$ cat src/rtl/ex_result_stage_if.sv
// EX->MEM result channel: EX-side op/flags with valid/ready, MEM-side resolved head entry with valid/ready.
// The stage uses the slave modport; the producer/consumer environment uses the master modport.
interface ex_result_stage_if #(
  parameter int WIDTH = 32,
  parameter int REG_W = 5,
  parameter int RES_W = 3
);
  // EX side
  logic             in_valid;
  logic             in_ready;
  logic [WIDTH-1:0] alu_y;
  logic             alu_zf;
  logic             alu_cf;
  logic             alu_of;
  logic [RES_W-1:0] ex_kind;
  logic [REG_W-1:0] ex_rd;
  logic             ex_wb_en;
  logic [WIDTH-1:0] ex_br_target;

  // MEM side
  logic             out_valid;
  logic             out_ready;
  logic [WIDTH-1:0] mem_y;
  logic [REG_W-1:0] mem_rd;
  logic             mem_wb_en;
  logic             br_taken;
  logic [WIDTH-1:0] br_target;
  logic             ov_exc;

  modport slave (
    input  in_valid, alu_y, alu_zf, alu_cf, alu_of, ex_kind, ex_rd, ex_wb_en, ex_br_target,
    input  out_ready,
    output in_ready,
    output out_valid, mem_y, mem_rd, mem_wb_en, br_taken, br_target, ov_exc
  );

  modport master (
    output in_valid, alu_y, alu_zf, alu_cf, alu_of, ex_kind, ex_rd, ex_wb_en, ex_br_target,
    output out_ready,
    input  in_ready,
    input  out_valid, mem_y, mem_rd, mem_wb_en, br_taken, br_target, ov_exc
  );
endinterface

$ cat src/rtl/ex_result_stage.sv
// EX->MEM result stage: resolves branch/compare/trap results from ALU flags and buffers them
// in a 2-entry skid FIFO (head/tail registers) with valid/ready flow control and flush.
module ex_result_stage #(
  parameter int WIDTH = 32,
  parameter int REG_W = 5,
  parameter int RES_W = 3
) (
  input logic              clk,
  input logic              rst,
  input logic              flush,
  ex_result_stage_if.slave bus
);

  typedef enum logic [2:0] {
    K_PLAIN    = 3'd0,
    K_BEQ      = 3'd1,
    K_BNE      = 3'd2,
    K_SLT      = 3'd3,
    K_SLTU     = 3'd4,
    K_ADD_TRAP = 3'd5
  } kind_e;

  typedef enum logic [1:0] {
    S_EMPTY = 2'd0,
    S_ONE   = 2'd1,
    S_FULL  = 2'd2
  } state_e;

  typedef struct packed {
    logic [WIDTH-1:0] y;
    logic [REG_W-1:0] rd;
    logic             wb_en;
    logic             taken;
    logic [WIDTH-1:0] target;
    logic             exc;
  } entry_t;

  state_e r_state;
  entry_t r_head;
  entry_t r_tail;
  entry_t w_new;
  logic   w_push;
  logic   w_pop;

  // in_ready depends on occupancy only, so out_ready never reaches it combinationally.
  assign bus.in_ready  = (r_state != S_FULL);
  assign bus.out_valid = (r_state != S_EMPTY);
  assign w_push        = bus.in_valid & bus.in_ready & ~flush;
  assign w_pop         = bus.out_valid & bus.out_ready;

  always_comb begin
    // NOTE: every field gets a default first so no path through the case infers a latch.
    w_new        = '0;
    w_new.y      = bus.alu_y;
    w_new.rd     = bus.ex_rd;
    w_new.wb_en  = bus.ex_wb_en;
    w_new.target = bus.ex_br_target;
    case (bus.ex_kind)
      RES_W'(K_BEQ): begin
        w_new.taken = bus.alu_zf;
        w_new.wb_en = 1'b0;
      end
      RES_W'(K_BNE): begin
        w_new.taken = ~bus.alu_zf;
        w_new.wb_en = 1'b0;
      end
      RES_W'(K_SLT):  w_new.y = {{(WIDTH-1){1'b0}}, bus.alu_y[WIDTH-1] ^ bus.alu_of};
      RES_W'(K_SLTU): w_new.y = {{(WIDTH-1){1'b0}}, bus.alu_cf};
      RES_W'(K_ADD_TRAP): begin
        w_new.exc   = bus.alu_of;
        w_new.wb_en = bus.ex_wb_en & ~bus.alu_of;
      end
      default: ;
    endcase
  end

  // Head is cleared whenever the FIFO drains so the data outputs read 0 while empty.
  always_ff @(posedge clk) begin
    // NOTE: non-blocking assignments so every register samples pre-edge values (tail->head moves rely on it).
    if (rst) begin
      r_state <= S_EMPTY;
      r_head  <= '0;
      r_tail  <= '0;
    end else if (flush) begin
      r_state <= S_EMPTY;
      r_head  <= '0;
    end else begin
      case (r_state)
        S_EMPTY: begin
          if (w_push) begin
            r_head  <= w_new;
            r_state <= S_ONE;
          end
        end
        S_ONE: begin
          case ({w_push, w_pop})
            2'b10: begin
              r_tail  <= w_new;
              r_state <= S_FULL;
            end
            2'b01: begin
              r_head  <= '0;
              r_state <= S_EMPTY;
            end
            2'b11:   r_head <= w_new;
            default: ;
          endcase
        end
        S_FULL: begin
          if (w_pop) begin
            r_head  <= r_tail;
            r_state <= S_ONE;
          end
        end
        default: begin
          r_state <= S_EMPTY;
          r_head  <= '0;
        end
      endcase
    end
  end

  assign bus.mem_y     = r_head.y;
  assign bus.mem_rd    = r_head.rd;
  assign bus.mem_wb_en = r_head.wb_en;
  assign bus.br_taken  = r_head.taken;
  assign bus.br_target = r_head.target;
  assign bus.ov_exc    = r_head.exc;

endmodule

$ cat src/flat_wrapper.sv
// flat-port wrapper written by rule: the top's interface ports become plain ports
module ex_result_stage_flat 
#(
  parameter int WIDTH = 32,
  parameter int REG_W = 5,
  parameter int RES_W = 3
)
  (clk, rst, flush, bus_in_valid, bus_alu_y, bus_alu_zf, bus_alu_cf, bus_alu_of, bus_ex_kind, bus_ex_rd, bus_ex_wb_en, bus_ex_br_target, bus_out_ready, bus_in_ready, bus_out_valid, bus_mem_y, bus_mem_rd, bus_mem_wb_en, bus_br_taken, bus_br_target, bus_ov_exc);
  ex_result_stage_if #(.WIDTH(WIDTH), .REG_W(REG_W), .RES_W(RES_W)) bus_i ();
  input logic clk;
  input logic rst;
  input logic flush;
  input wire logic [$bits(bus_i.in_valid)-1:0] bus_in_valid;
  input wire logic [$bits(bus_i.alu_y)-1:0] bus_alu_y;
  input wire logic [$bits(bus_i.alu_zf)-1:0] bus_alu_zf;
  input wire logic [$bits(bus_i.alu_cf)-1:0] bus_alu_cf;
  input wire logic [$bits(bus_i.alu_of)-1:0] bus_alu_of;
  input wire logic [$bits(bus_i.ex_kind)-1:0] bus_ex_kind;
  input wire logic [$bits(bus_i.ex_rd)-1:0] bus_ex_rd;
  input wire logic [$bits(bus_i.ex_wb_en)-1:0] bus_ex_wb_en;
  input wire logic [$bits(bus_i.ex_br_target)-1:0] bus_ex_br_target;
  input wire logic [$bits(bus_i.out_ready)-1:0] bus_out_ready;
  output wire logic [$bits(bus_i.in_ready)-1:0] bus_in_ready;
  output wire logic [$bits(bus_i.out_valid)-1:0] bus_out_valid;
  output wire logic [$bits(bus_i.mem_y)-1:0] bus_mem_y;
  output wire logic [$bits(bus_i.mem_rd)-1:0] bus_mem_rd;
  output wire logic [$bits(bus_i.mem_wb_en)-1:0] bus_mem_wb_en;
  output wire logic [$bits(bus_i.br_taken)-1:0] bus_br_taken;
  output wire logic [$bits(bus_i.br_target)-1:0] bus_br_target;
  output wire logic [$bits(bus_i.ov_exc)-1:0] bus_ov_exc;
  assign bus_i.in_valid = bus_in_valid;
  assign bus_i.alu_y = bus_alu_y;
  assign bus_i.alu_zf = bus_alu_zf;
  assign bus_i.alu_cf = bus_alu_cf;
  assign bus_i.alu_of = bus_alu_of;
  assign bus_i.ex_kind = bus_ex_kind;
  assign bus_i.ex_rd = bus_ex_rd;
  assign bus_i.ex_wb_en = bus_ex_wb_en;
  assign bus_i.ex_br_target = bus_ex_br_target;
  assign bus_i.out_ready = bus_out_ready;
  assign bus_in_ready = bus_i.in_ready;
  assign bus_out_valid = bus_i.out_valid;
  assign bus_mem_y = bus_i.mem_y;
  assign bus_mem_rd = bus_i.mem_rd;
  assign bus_mem_wb_en = bus_i.mem_wb_en;
  assign bus_br_taken = bus_i.br_taken;
  assign bus_br_target = bus_i.br_target;
  assign bus_ov_exc = bus_i.ov_exc;
  ex_result_stage #(.WIDTH(WIDTH), .REG_W(REG_W), .RES_W(RES_W)) u_core (.clk(clk), .rst(rst), .flush(flush), .bus(bus_i));
endmodule
$ cat config.mk
export PLATFORM = sky130hd
export DESIGN_NAME = ex_result_stage_flat
export DESIGN_NICKNAME = d
export VERILOG_FILES = /design/src/rtl/ex_result_stage_if.sv /design/src/rtl/ex_result_stage.sv /design/src/flat_wrapper.sv
export SDC_FILE = /design/constraint.sdc
export NUM_CORES = 1
export LEC_CHECK = 0
export CORE_UTILIZATION = 60
export CTS_CLUSTER_SIZE = 8
export DETAILED_ROUTE_END_ITERATION = 8
export DONT_BUFFER_PORTS = 1
export PLACE_DENSITY_LB_ADDON = 0.05
export SYNTH_ARGS = -nofsm -noshare
export SYNTH_HDL_FRONTEND = slang
export SYNTH_SLANG_ARGS = --single-unit
$ cat constraint.sdc
create_clock -name clk -period 2.1 [get_ports clk]
set_clock_uncertainty 0.1 [all_clocks]
set_input_delay 0.42 -clock clk [delete_from_list [all_inputs] [get_ports clk]]
set_output_delay 0.42 -clock clk [all_outputs]
set_load 0.02 [all_outputs]
**Signal wires by layer**

Only two layers are drawn.
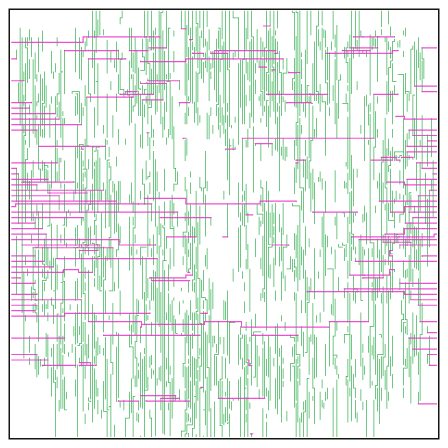
met2: shown in green, wire length 8320 microns. met3: shown in magenta, wire length 1490 microns.
average routed wire per standard cell: 19.4 microns
via count: 5575
GR Util All Layers: 31.0%
wirelength, routed: 17300 microns

**Wires at chosen ports, followed through buffers**

The bar under the picture is 20 microns long.
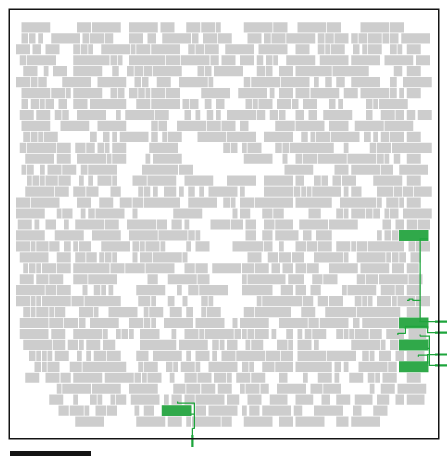
`bus_mem_rd`: shown in green, direction output, end cells 5, buffers 0, wire 76.8 microns.

**Metal 1**

The bar under the picture is 20 microns long. Supply wires on this layer in grey. Cells faint in the background.
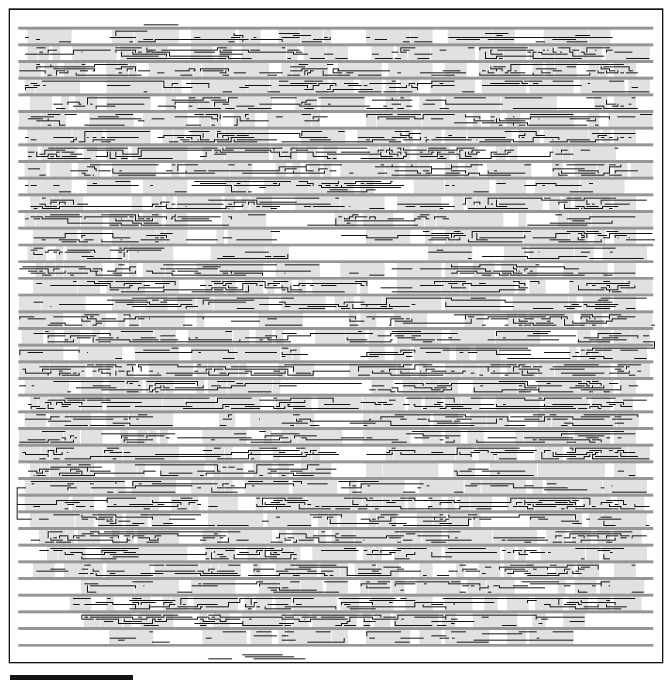
The wires run mostly horizontal. The layer carries 7150 microns of wire.

**Track usage over the die**

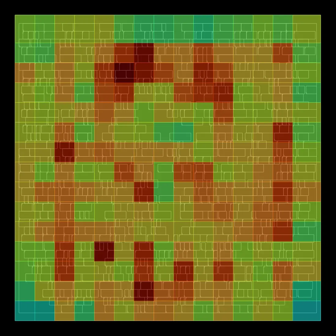
GR Layer Usage met2: 49.3%
GRT Max-Usage Layer: met2
GRT met3 Usage: 9.38%
fraction of the core area covered by cells at the end of the flow: 75.3%

==> CHANGELOG.md <==
### Implementation results

* Async set-reset flop share out of synthesis at 0%
* AND-OR/OR-AND Cells, Area Fraction at 22.9%
* Cell with the biggest individual delay on the critical path: sky130_fd_sc_hd__dfxtp_2
* Simple-gate share of the synthesized area at a little under a fifth
* Hold path depth at 2
* CTS tree: built
* Kind of path behind the tightest hold check: in2reg
* TritonCTS Sinks at 146
* Layout fillers at 759
* # hold bufs at CTS at ~74
* Startpoint type of the worst setup path: register
* Slew at the pin closest to its max-slew limit at 0.822 ns
* XOR-XNOR Cells, Area Fraction at less than 1%
* Relative contribution of sequential cells to total power at 44.4%
* Multi-input gate area in the final layout at around 3200 sq um
* Clock transition at the registers of the reported paths at around 0.06 ns
* Tmin final at 2.01 ns
* Number of endpoints failing setup at the final stage at 0
* Maximum buffer depth of the clock tree at 2
* Post-CTS Setup Repair Bufs at 0
* Fraction of standard cell area that is sequential at 37.3%
* Routability congestion estimate at 0.780
* Vias in the first global route at 5484
* Unrepaired setup endpoints after global routing: false
* Leakage power total at 2.73 nW
* Worst relative slew slack at 45.2%
* Global-route wire length before repair at between 20000 and 30000 microns
* Portion of total power attributed to the clock network at a little under half
* Cell depth of the worst setup path at 6
* Highest cell delay on the worst timing path at 0.40 ns
* Wire length on met1 at just over 7000 microns
* OpenROAD warnings at 26
* Total negative setup slack at 0 ns
* Status: finished, final reports clean
* R2r endpoint: u_core.bus.mem_y[23]$_SDFFE_PP0P_
* Largest fanout on the critical path at 33
* Number of flops mapped to enable cells by yosys at 0
* Source-to-sink clock delay at the later pin of the worst-skew pair at 0.52 ns
* Destination of the critical timing path: u_core.bus.mem_y[23]$_SDFFE_PP0P_
* Most common cell in the netlist: sky130_fd_sc_hd__dfxtp_1
* Vertical die dimension at 106 microns
* Crit path required time at 2.41 ns
* Largest delay contributor family on the critical path: buffers and inverters
* Cell-by-cell trace of the critical path: buf_4 > buf_4 > nor4_4 > buf_4 > and3_1 > a221o_1
* Top post-synthesis cells by area: sky130_fd_sc_hd__dfxtp_1 45%, sky130_fd_sc_hd__nand2_1 6.6%, sky130_fd_sc_hd__mux2i_1 6.0%
* Combined flip-flop and latch cell area at 2930 sq um
* Final setup slack of the worst path at 0.0866 ns
* Tap cell count at approximately 140
* Clock network power consumption at between 3 and 4 mW
* Most used flip-flop cell: sky130_fd_sc_hd__dfxtp_1
* Pin count of the biggest net entering global routing at 73
* TritonCTS buffer count at 17
* Number of nets at floorplan at 778
* Number of antenna violations at the first check in global routing at 0
* Sequential cell power at 2.91 mW
* Total congestion overflow at 0
* Global-route track usage on met1 at 39.4%
* Post-Synthesis Cells at 697
* Power density relative to cell area at 838 nW/um^2
* Area reported by Yosys stat at 6530 sq um
* Crit Reg-Reg Startpoint: u_core.r_state[1]$_SDFFE_PP0P_
* MUX share of area at 6.15%
* Multi-input combinational area share at 40.2%
* Synthesized area per cell at ~9.4 sq um
* Cell count after placement at 784
* Largest family of logic cells by area: AND-OR/OR-AND gates
* Critical Path Start: u_core.r_state[1]$_SDFFE_PP0P_
* Worst path arrival time at around 2.3 ns
* Number of cells in Yosys stat at 697
* Fraction of final layout cells with drive strength greater than 1 at 12.3%
* Detailed route wirelength on metal3 at 1490 microns
* Synth Register Bits at 146
* Area Growth Syn to Fin at 20.1%
* Synth top area share at 44.8%
* Final-layout worst hold slack at 0.0291 ns
* Highest routed layer: met4
* Adder and majority cell fraction of the synthesized area at 0%
* Drt drc at 0
* Fraction of area in clock buffers and inverters at 7.70%
* DIE WIDTH at 106 microns
* Relative area of non-clock buffer cells in the final design at 12.4%
* Count of final max-slew check failures at 0
* P_sw at 1.54 mW
* Combinational gate power at 0.570 mW
* Cell-internal power at 5.03 mW
* Final total power at 6.57 mW
* Tally of unique sky130hd cells used after synthesis at between 50 and 60
* Dominant logic cell type in the layout: sky130_fd_sc_hd__dfxtp_1
* Fmax at 497 MHz
* Hold Path Sink: u_core.bus.mem_y[14]$_SDFFE_PP0P_
* Max reg flops at approximately 70
* Worst Hold Launch: bus_alu_y[14]
* Number of diodes at 0
* VDD IR-drop max at a little over 0.6 mV
* Hpwl dp at 9320 microns
* Post-Layout Cell Count at 893
* Synth area leader: sky130_fd_sc_hd__dfxtp_1
* Largest register by flop count: u_core.r_tail
* Setup slack at placement at -0.0375 ns
* Number of multi-input combinational cells at 483
* Post-layout instance area at around 7800 sq um
* Leading cell kind: combinational gates
* Total Die Area at between 10000 and 15000 sq um
* Power group with the largest share: clock
* Most used cell, CP: sky130_fd_sc_hd__buf_4
* Initial Util at 62.7%
* Switching share of total power at 23.5%
* Post-detailed-route via-to-cell ratio at 6.24
* Sequential cell count at approximately 150
* Cells resized by post-CTS repair at 1
* Ys Warns at 0
* Bufs w/o clock at 93
* Dominant logic cell types in the final layout: 144 x sky130_fd_sc_hd__dfxtp_1, 114 x sky130_fd_sc_hd__nand2_1, 73 x sky130_fd_sc_hd__dlygate4sd3_1
* Max-capacitance violation count at 0
* Combinational group share of total power at 8.7%
* Number of optimization iterations in the first detailed-route pass at 7
* Sequential cell area fraction in the yosys report at 44.8%
Power figures rest on the tool's default switching activity, not on a simulated workload.
